`src/rtl/echo_delay_ram_scheduler.sv`:
```
// Echo delay RAM scheduler: per-sample read-then-overwrite of a single-port delay RAM.
// Optional power-up RAM sweep when DELAY_RAM_CLEAR_EN is defined.
module echo_delay_ram_scheduler #(
    parameter int audio_width   = 16,
    parameter int delay_samples = 2048,
    localparam int addr_width   = $clog2(delay_samples) + 1
) (
    input  logic                   clk,
    input  logic                   reset,
    input  logic                   i_valid,
    output logic                   i_ready,
    input  logic                   i_is_left,
    input  logic [audio_width-1:0] i_audio,
    output logic [addr_width-1:0]  ram_addr,
    output logic                   ram_we,
    output logic [audio_width-1:0] ram_wdata,
    input  logic [audio_width-1:0] ram_rdata,
    output logic                   o_valid,
    input  logic                   o_ready,
    output logic                   o_is_left,
    output logic [audio_width-1:0] o_audio,
    output logic [audio_width-1:0] o_delayed
);

    localparam int ptr_width = addr_width - 1;

    typedef enum logic [2:0] {
        S_IDLE,
        S_READ,
        S_CAPTURE,
        S_WRITE,
        S_OUTPUT,
        S_CLEAR
    } state_t;

`ifdef DELAY_RAM_CLEAR_EN
    localparam state_t RST_STATE = S_CLEAR;
    localparam logic   RST_READY = 1'b0;
`else
    localparam state_t RST_STATE = S_IDLE;
    localparam logic   RST_READY = 1'b1;
`endif

    state_t                 r_state;
    logic [ptr_width-1:0]   r_ptr;
    logic                   r_primed;
    logic                   r_i_ready;
    logic                   r_o_valid;
    logic                   r_ram_we;
    logic [addr_width-1:0]  r_ram_addr;
    logic [audio_width-1:0] r_ram_wdata;
    logic                   r_o_is_left;
    logic [audio_width-1:0] r_o_audio;
    logic [audio_width-1:0] r_o_delayed;

    always_ff @(posedge clk or negedge reset) begin
        if (!reset) begin
            r_state     <= RST_STATE;
            r_ptr       <= '0;
            r_primed    <= 1'b0;
            r_i_ready   <= RST_READY;
            r_o_valid   <= 1'b0;
            r_ram_we    <= 1'b0;
            r_ram_addr  <= '0;
            r_ram_wdata <= '0;
            r_o_is_left <= 1'b0;
            r_o_audio   <= '0;
            r_o_delayed <= '0;
        end else begin
            unique case (r_state)
                S_IDLE: begin
                    if (i_valid) begin
                        r_i_ready   <= 1'b0;
                        r_o_is_left <= i_is_left;
                        r_o_audio   <= i_audio;
                        r_ram_addr  <= {~i_is_left, r_ptr};
                        r_state     <= S_READ;
                    end
                end
                S_READ: begin
                    r_state <= S_CAPTURE;
                end
                S_CAPTURE: begin
                    // Until the pointer has wrapped once, the slot was never written.
                    r_o_delayed <= r_primed ? ram_rdata : '0;
                    r_ram_we    <= 1'b1;
                    r_ram_wdata <= r_o_audio;
                    r_state     <= S_WRITE;
                end
                S_WRITE: begin
                    r_ram_we  <= 1'b0;
                    r_o_valid <= 1'b1;
                    if (!r_o_is_left) begin
                        r_ptr <= r_ptr + 1'b1;
                        if (r_ptr == '1)
                            r_primed <= 1'b1;
                    end
                    r_state <= S_OUTPUT;
                end
                S_OUTPUT: begin
                    if (o_ready) begin
                        r_o_valid <= 1'b0;
                        r_i_ready <= 1'b1;
                        r_state   <= S_IDLE;
                    end
                end
`ifdef DELAY_RAM_CLEAR_EN
                S_CLEAR: begin
                    // Zero-fill both channels, one address per clock, ascending.
                    if (!r_ram_we) begin
                        r_ram_we <= 1'b1;
                    end else if (r_ram_addr == '1) begin
                        r_ram_we   <= 1'b0;
                        r_ram_addr <= '0;
                        r_primed   <= 1'b1;
                        r_i_ready  <= 1'b1;
                        r_state    <= S_IDLE;
                    end else begin
                        r_ram_addr <= r_ram_addr + 1'b1;
                    end
                end
`endif
                default: begin
                    r_ram_we  <= 1'b0;
                    r_o_valid <= 1'b0;
                    r_i_ready <= 1'b1;
                    r_state   <= S_IDLE;
                end
            endcase
        end
    end

    assign i_ready   = r_i_ready;
    assign o_valid   = r_o_valid;
    assign ram_we    = r_ram_we;
    assign ram_addr  = r_ram_addr;
    assign ram_wdata = r_ram_wdata;
    assign o_is_left = r_o_is_left;
    assign o_audio   = r_o_audio;
    assign o_delayed = r_o_delayed;

endmodule
```
`config.mk`:
```
export PLATFORM = sky130hd
export DESIGN_NAME = echo_delay_ram_scheduler
export DESIGN_NICKNAME = d
export VERILOG_FILES = /design/src/rtl/echo_delay_ram_scheduler.sv
export SDC_FILE = /design/constraint.sdc
export NUM_CORES = 1
export LEC_CHECK = 0
export ABC_AREA = 1
export CORE_MARGIN = 4
export CORE_UTILIZATION = 35
export CTS_BUF_LIST = sky130_fd_sc_hd__clkbuf_2
export DETAILED_ROUTE_END_ITERATION = 10
export GPL_TIMING_DRIVEN = 0
export PLACE_DENSITY_LB_ADDON = 0.2
export SYNTH_ARGS = -nofsm -noshare
export SYNTH_HDL_FRONTEND = slang
export SYNTH_SLANG_ARGS = --single-unit
```
`constraint.sdc`:
```
create_clock -name clk -period 1.9 [get_ports clk]
set_clock_uncertainty 0.15 [all_clocks]
set_input_delay 0.19 -clock clk [delete_from_list [all_inputs] [get_ports clk]]
set_output_delay 0.19 -clock clk [all_outputs]
set_load 0.01 [all_outputs]
```
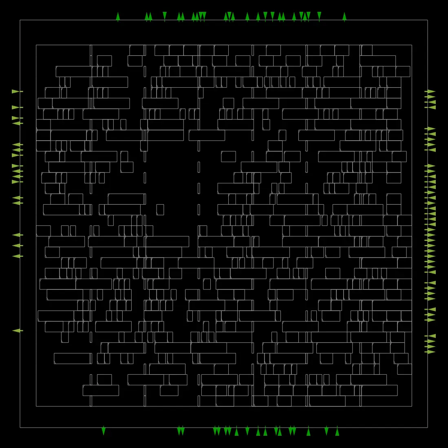
Fig. 1. Cell placement (run 1).
Layout Utilization: 52.1%
sequential cell area share: 42.7%

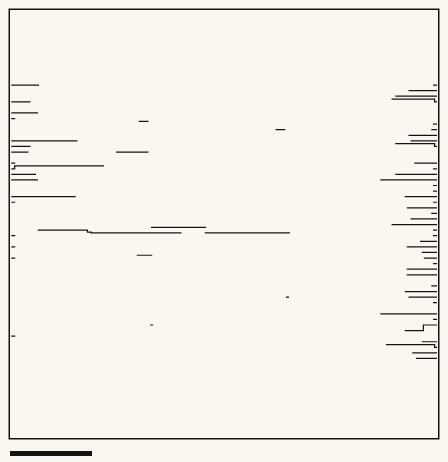
Fig. 2. The metal 3 layer (run 1).
Bar = 20 um.
The layer holds 5.2% of the routed length. The longest straight run is 21.8 um.
vias: 2629
Routed WL: 7710 um

==> impl_metrics.tcl, run 1 <==
# metrics dict for downstream scripts
set metrics [dict create \
    top_cells_by_area "dfrtp_1, nand2_1, nand3_1" \
    fin_nets 504 \
    core_um2 8890 \
    route.detailed.drc 0 \
    worstMarginPinSlew_ps 953 \
    boundaryPins 101 \
    routed_via_density 4.54 \
    place_hpwl_um 5420 \
    place.port_buffers 100 \
    async_flop_share_pct 100 \
    ir_drop_v 0.000531 \
    cts.root.buffer_cell "clkbuf_2" \
    cts.sinks 79 \
    yosysWarnings 0 \
    drt_iter0_drc 64 \
    cp.depth 1 \
    drt_first_pass_iters 4 \
    clock_latency_ps 510 \
    yosys.stat.seqShare_pct 60.9 \
    outcome "completed" \
    r2r_slack_ps 290 \
    cp.required_ps 1560 \
    timing.final.crit_share_pct 95.1 \
    drtAntennaViolNets 0 \
    synth_area_um2 3250 \
    dieHeight_um 104 \
    grt_pass1_wl_um 13300 \
    synth_chip_area_um2 3250 \
    path_buffers 1 \
    avgSynthCellArea_um2 9.49 \
    hp-class "primary input to register" \
    place_ws_ps 213 \
    p_leak_nw 2.31 \
    power_density_nw_per_um2 1280 \
    grt_pass1_vias 2719 \
    cts_tree "built" \
]
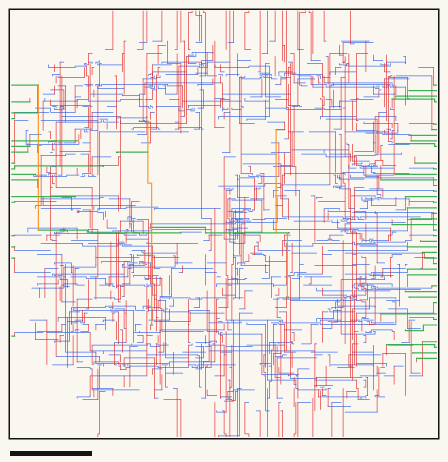
Fig. 3. Routed metal, one colour a layer (run 1).
Bar = 20 um.
Key: metal 4 = orange [wire length 127 um]; metal 3 = green [wire length 397 um]; metal 2 = red [wire length 3540 um]; metal 1 = blue [wire length 3640 um]

[run 1: flip-flops by register name (all words and copies together), names as in the netlist]
| signal | cells |
|---|---|
| r_ptr | 11 |
| i_ready | 1 |
| o_audio | 16 |
| o_delayed | 16 |
| ram_addr | 12 |
| ram_we | 1 |
| ram_wdata | 16 |
| o_is_left | 1 |
| o_valid | 1 |
| r_state | 3 |
| r_primed | 1 |
[run 1: what timing repair did]
item                       4_1_cts  5_1_grt
setup endpoints to repair        2       11
hold buffers                     5        0
hold endpoints to repair        81        0
buffers inserted                 1        6
gates cloned                     0        0
resized                          1        6
[run 1: final cells by class]
| class | instances | area, um2 |
|---|---|---|
| inverter | 24 | 90.1 |
| multi-input combinational | 225 | 1080 |
| timing repair buffer | 113 | 1140 |
| tap | 108 | 135 |
| sequential | 79 | 1980 |
| buffer | 14 | 103 |
| clock inverter | 7 | 63.8 |
| clock buffer | 9 | 45.0 |
| fill | 846 | 4260 |
[run 1: cells in the final DEF (no fill, tap or decap), types with 2 or more instances in the layout]
cell type        count
nand4_1              2
nor2_4               5
inv_1               21
xor2_1               6
o21ai_0             18
o21ai_2              8
buf_6                4
nor2_1               6
buf_4               12
o21a_1               2
clkbuf_1             2
dlymetal6s2s_1       6
dfrtp_1             78
buf_2                3
nor3_1               2
clkbuf_2            10
clkinv_1             2
nand2_1            142
clkdlybuf4s50_1     92
nand3_1             26
clkinv_2             2
inv_2                3
dlygate4sd3_1        5
[run 1: per-stage QoR]
stage	utilization, %	std cells	cell area, um2	TNS (ps)	hold WS [ps]
floorplan	-	342	3250	0	-256
finish	52.1	579	4630	0	51.7
CTS	51.4	573	4570	0	7.85
detailed placement	49.6	551	4410	0	-40.6
global route	52.1	579	4630	0	5.84
global placement	49.3	550	4380	-185390	303
[run 1: cell usage after synthesis, types with 2 or more instances]
library cell,number
buf_2,3
nand4_1,2
o21a_1,2
nand3_1,26
nand2_1,142
nor3_1,2
xor2_1,6
inv_1,21
buf_6,4
buf_4,4
clkbuf_1,2
nor2_4,5
inv_2,3
nor2_1,6
o21ai_0,18
o21ai_2,8
dfrtp_1,78
[run 1: metal layers]
metal	up-vias	track usage, %	routed length [um]
met4	0	5.70	126
met2	67	23.6	3540
met5	-	0	0
met3	11	3.35	397
li1	1320	-	-
met1	1231	20.0	3640
[run 1: cells by family after synthesis]
kind of cell | synth area share (%)
AND-OR/OR-AND | 5.78
XOR/XNOR | 1.62
adder cells (fa/ha/maj) | 0.385
buffers and inverters | 5.93
flip-flops | 60.9
AND/OR/NAND/NOR | 25.4
[run 1: path summary, 6_finish.rpt]
path / from / to
setup / recovery: ram_wdata[8] / ram_wdata[8]
hold / removal: i_audio[11] / o_audio[11]
setup reg to reg: r_state[2] / r_ptr[5]
hold reg to reg: i_ready / i_ready
max in group asynchronous: reset / ram_addr[9]
min in group asynchronous: reset / ram_wdata[12]
[run 1: power by group]
| part | switching, mW | internal [mW] |
|---|---|---|
| logic | 1.29 | 1.28 |
| clock network | 0.583 | 0.293 |
| registers | 0.316 | 2.16 |
| total | 2.19 | 3.73 |
Fig. 4: run 1, signal wires on met4
Supply wires on this layer in grey.
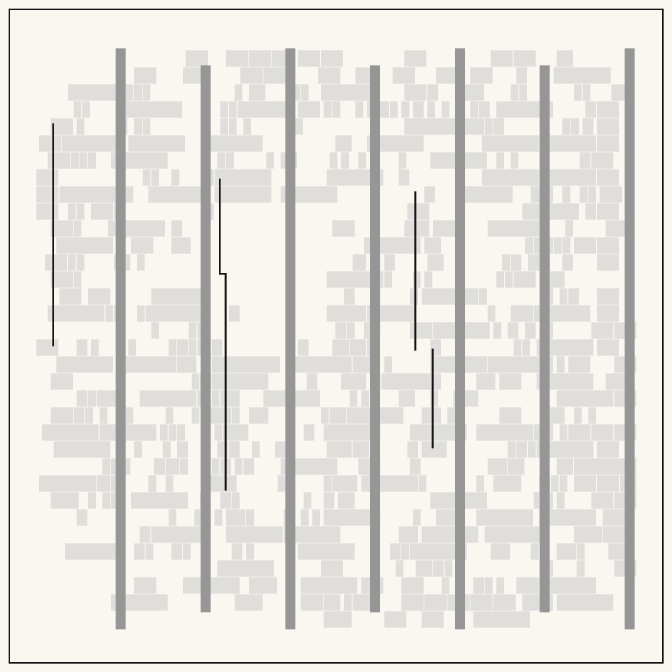

==> run 1 -> run 2 <==
CAP_MARGIN = 30   (was not set)
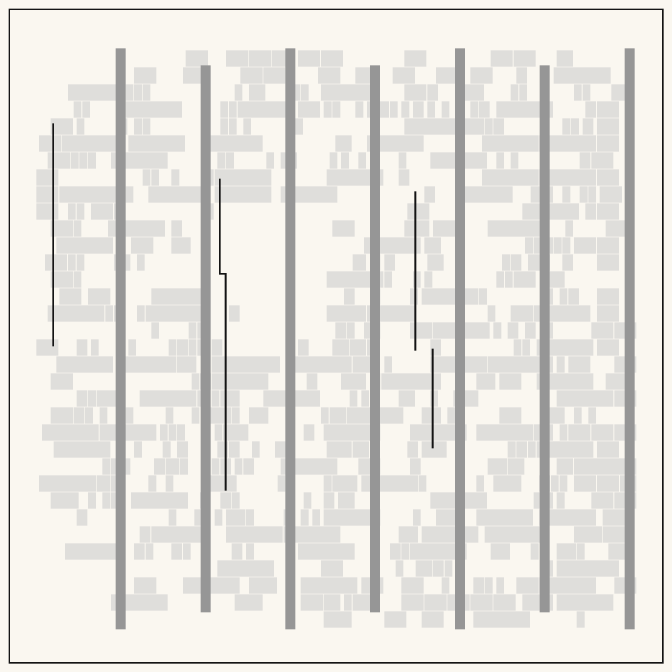
Fig. 5. Signal wires on met4 (run 2).
Supply wires on this layer in grey.
The layer holds 1.6% of the routed length. The wires run mostly vertical.

==> impl_metrics.tcl, run 2 <==
# metrics dict for downstream scripts
set metrics [dict create \
    outcome "completed" \
    vias 2635 \
    dp_cells 551 \
    top_cells_by_count "nand2_1, dfrtp_1, nand3_1" \
    cp.depth 1 \
    yosysMostFrequentCell "nand2_1" \
    path_buffers 1 \
    yosysWarnings 0 \
    yosys.stat.seqShare_pct 60.9 \
    drt_iter0_drc 69 \
    grt_pass1_vias 2719 \
    cp.required_ps 1560 \
    drtAntennaViolNets 0 \
    power_density_nw_per_um2 1270 \
    lay_top_cells "nand2_1, clkdlybuf4s50_1, dfrtp_1, nand3_1, inv_1" \
    top_cells_by_area "dfrtp_1, nand2_1, nand3_1" \
    grt_pass1_wl_um 13300 \
    synth_area_um2 3250 \
    clock_latency_ps 510 \
    worstMarginPinSlew_ps 460 \
]
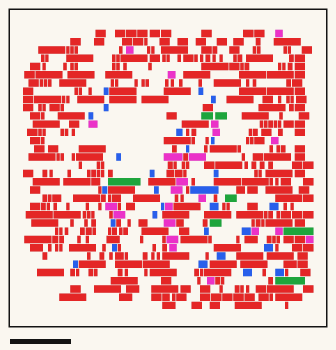
Fig. 6. Cell sizes after repair (run 2).
Bar = 20 um.
Key: _6 and larger = green [cells 7, share 1.5%]; _2 cells = blue [cells 28, share 5.9%]; _3 and _4 cells = magenta [cells 22, share 4.7%]; _0 and _1 cells = red [cells 415, share 88%]

## run 2: cell counts after synthesis
No cell type changed its count.
## run 2: through the flow
step                      TNS [ps]  hold slack (ps)  area [um2]
final                            0             51.7        4660
after global placement     -185390              303        4380
after detailed placement         0            -40.6        4410
after floorplan                  0             -256        3250
after global routing             0             5.84        4660
after CTS                        0             7.85        4570
## run 2: cells by family after synthesis
| family | share of synthesized area, % |
|---|---|
| buffers and inverters | 5.93 |
| adder cells (fa/ha/maj) | 0.385 |
| AND-OR/OR-AND | 5.78 |
| flip-flops | 60.9 |
| XOR/XNOR | 1.62 |
| AND/OR/NAND/NOR | 25.4 |
## run 2: metal layers
metal | track usage, % | vias to the layer above | wire length, um
met5 | 0 | - | 0
met2 | 23.6 | 67 | 3570
met1 | 20.0 | 1234 | 3650
met4 | 5.70 | 0 | 126
li1 | - | 1323 | -
met3 | 3.35 | 11 | 393
## run 2: final cells by class
cell class / count / area, um2
plain buffers: 14 / 103
clock buffers: 9 / 45.0
clock inverters: 7 / 63.8
fillers: 844 / 4230
inverters: 24 / 90.1
multi-input cells: 225 / 1080
flip-flops and latches: 79 / 1980
well taps: 108 / 135
repair buffers: 114 / 1170
## run 2: worst max path at each step
stage	start	slack (ps)	end
after floorplan	r_state[2]	480	r_ptr[5]
after global placement	reset	-2360	o_audio[1]
after detailed placement	i_valid	210	ram_addr[11]
after CTS	o_audio[15]	30	o_audio[15]
after global routing	ram_addr[0]	2	ram_addr[0]
final	ram_wdata[8]	90	ram_wdata[8]
## run 2: report_power, final
group / switching (mW) / internal (mW) / leakage, nW / total (mW)
logic: 1.29 / 1.29 / 1.22 / 2.58
clock network: 0.583 / 0.293 / 0.0667 / 0.877
registers: 0.317 / 2.16 / 1.03 / 2.47
total: 2.19 / 3.74 / 2.32 / 5.93
## run 2: what timing repair did
action / in CTS / in global routing
endpoints found under the setup margin: 2 / 11
hold buffers: 5 / 0
endpoints found under the hold margin: 81 / 0
buffers inserted: 1 / 6
gates resized: 1 / 6
==> run 2 -> run 3 <==
ABC_CLOCK_PERIOD_IN_PS = 1900   (was not set)
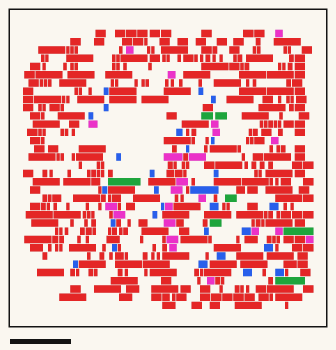
Fig. 7. Cell sizes after repair (run 3).
Bar = 20 um.
Key: _2 cells = blue [cells 28, share 5.9%]; _3 and _4 cells = magenta [cells 22, share 4.7%]; _6 and larger = green [cells 7, share 1.5%]; _0 and _1 cells = red [cells 415, share 88%]
post-layout instance area: 4660 um2
Non-CTS buffers: 128
Area Overhead vs Synth: 43.5%

==> impl_metrics.tcl, run 3 <==
# metrics dict for downstream scripts
set metrics [dict create \
    outcome "completed" \
    yosysMostFrequentCell "nand2_1" \
    drtAntennaViolNets 0 \
    boundaryPins 101 \
    cts_tree "built" \
    synth_chip_area_um2 3250 \
    switching_share_pct 37.0 \
    synth_area_um2 3250 \
    comb_power_share_pct 43.5 \
    power_density_nw_per_um2 1270 \
    switching_power_mw 2.19 \
    p_leak_nw 2.32 \
    cts.root.buffer_cell "clkbuf_2" \
    placed_area_um2 4410 \
    place_hpwl_um 5420 \
    ir_drop_v 0.000531 \
    top_cells_by_area "dfrtp_1, nand2_1, nand3_1" \
    dieHeight_um 104 \
    place.port_buffers 100 \
    drt_first_pass_iters 4 \
    path_buffers 1 \
    clkPwrFrac_pct 14.8 \
    fillers 844 \
    drt_iter0_drc 69 \
    yosys.stat.seqShare_pct 60.9 \
    timing.final.crit_share_pct 95.1 \
    routed_via_density 4.54 \
    cp.depth 1 \
    avgSynthCellArea_um2 9.49 \
    p_int_mw 3.74 \
    lay_top_cells "nand2_1, clkdlybuf4s50_1, dfrtp_1, nand3_1, inv_1" \
    clock_latency_ps 510 \
    drt_wl_total_um 7740 \
    yosysWarnings 0 \
    hp-class "primary input to register" \
    grt_pass1_vias 2719 \
    top_cells_by_count "nand2_1, dfrtp_1, nand3_1" \
    grt_pass1_wl_um 13300 \
]
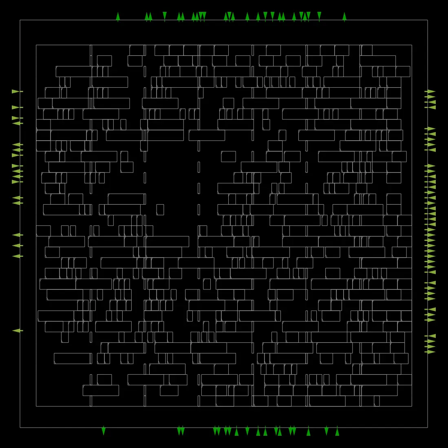
Fig. 8. Cell placement (run 3).
core area: 8890 um2
final cell count without fillers: 580
Flop Count: 79
sequential cell area share: 42.4%

==> run 3: cell counts after synthesis <==
No cell type changed its count.
==> run 3: final timing paths <==
check / endpoint / slack, ps / from
min in group asynchronous: o_audio[14] / 450 / reset
max in group asynchronous: i_ready / 630 / reset
max reg2reg: r_ptr[5] / 290 / r_state[2]
min reg2reg: i_ready / 330 / i_ready
max: ram_wdata[8] / 90 / ram_wdata[8]
min: o_audio[11] / 50 / i_audio[11]
==> run 3: power by group through the flow <==
stage	registers [mW]	logic [mW]	clock network, mW
final	2.47	2.58	0.877
after global placement	2.51	2.50	0
after floorplan	2.68	1.13	0
after global routing	2.54	2.84	0.994
after CTS	2.49	2.56	0.918
after detailed placement	2.53	2.54	0
==> run 3: cells by family after synthesis <==
logic type	count (synthesis)	share of synthesized area, %
AND/OR/NAND/NOR	188	25.4
flip-flops	79	60.9
buffers and inverters	38	5.93
AND-OR/OR-AND	30	5.78
XOR/XNOR	6	1.62
adder cells (fa/ha/maj)	1	0.385
==> run 3: repair_timing <==
| action | 4_1_cts | 5_1_grt |
|---|---|---|
| gates resized | 1 | 6 |
| hold endpoints to repair | 81 | 0 |
| setup endpoints to repair | 2 | 11 |
| buffers inserted | 1 | 6 |
| hold buffers | 5 | 0 |
==> run 3: cell type report <==
| cell class | count | area [um2] | area share [%] |
|---|---|---|---|
| flip-flops and latches | 79 | 1980 | 42.4 |
| repair buffers | 114 | 1170 | 25.1 |
| multi-input cells | 225 | 1080 | 23.1 |
| well taps | 108 | 135 | 2.90 |
| plain buffers | 14 | 103 | 2.20 |
| inverters | 24 | 90.1 | 1.93 |
| clock inverters | 7 | 63.8 | 1.37 |
| clock buffers | 9 | 45.0 | 0.966 |
==> run 3: per-stage QoR <==
step	setup slack [ps]	setup TNS, ps	utilization, %	cells	hold WS (ps)
after detailed placement	213	0	49.6	551	-40.6
after floorplan	481	0	-	342	-256
after global placement	-2360	-185390	49.3	550	303
after global routing	1.72	0	52.4	580	5.84
final	92.6	0	52.4	580	51.7
after CTS	32.6	0	51.4	573	7.85
==> run 3: worst reg2reg max path, stage by stage, from the launching register on <==
cell and delay, ps:
dfrtp_1 410, buf_4 170, inv_1 150, nand3_1 180, nor2_4 220, nand2_1 100, xor2_1 150
==> run 3: per-layer routing <==
metal / vias up / GRT usage [%] / wire length (um)
met1: 1234 / 20.0 / 3650
met4: 0 / 5.70 / 126
li1: 1323 / - / -
met3: 11 / 3.35 / 393
met5: - / 0 / 0
met2: 67 / 23.6 / 3570
No activity file was given, so power comes from the tool's default toggle rates.
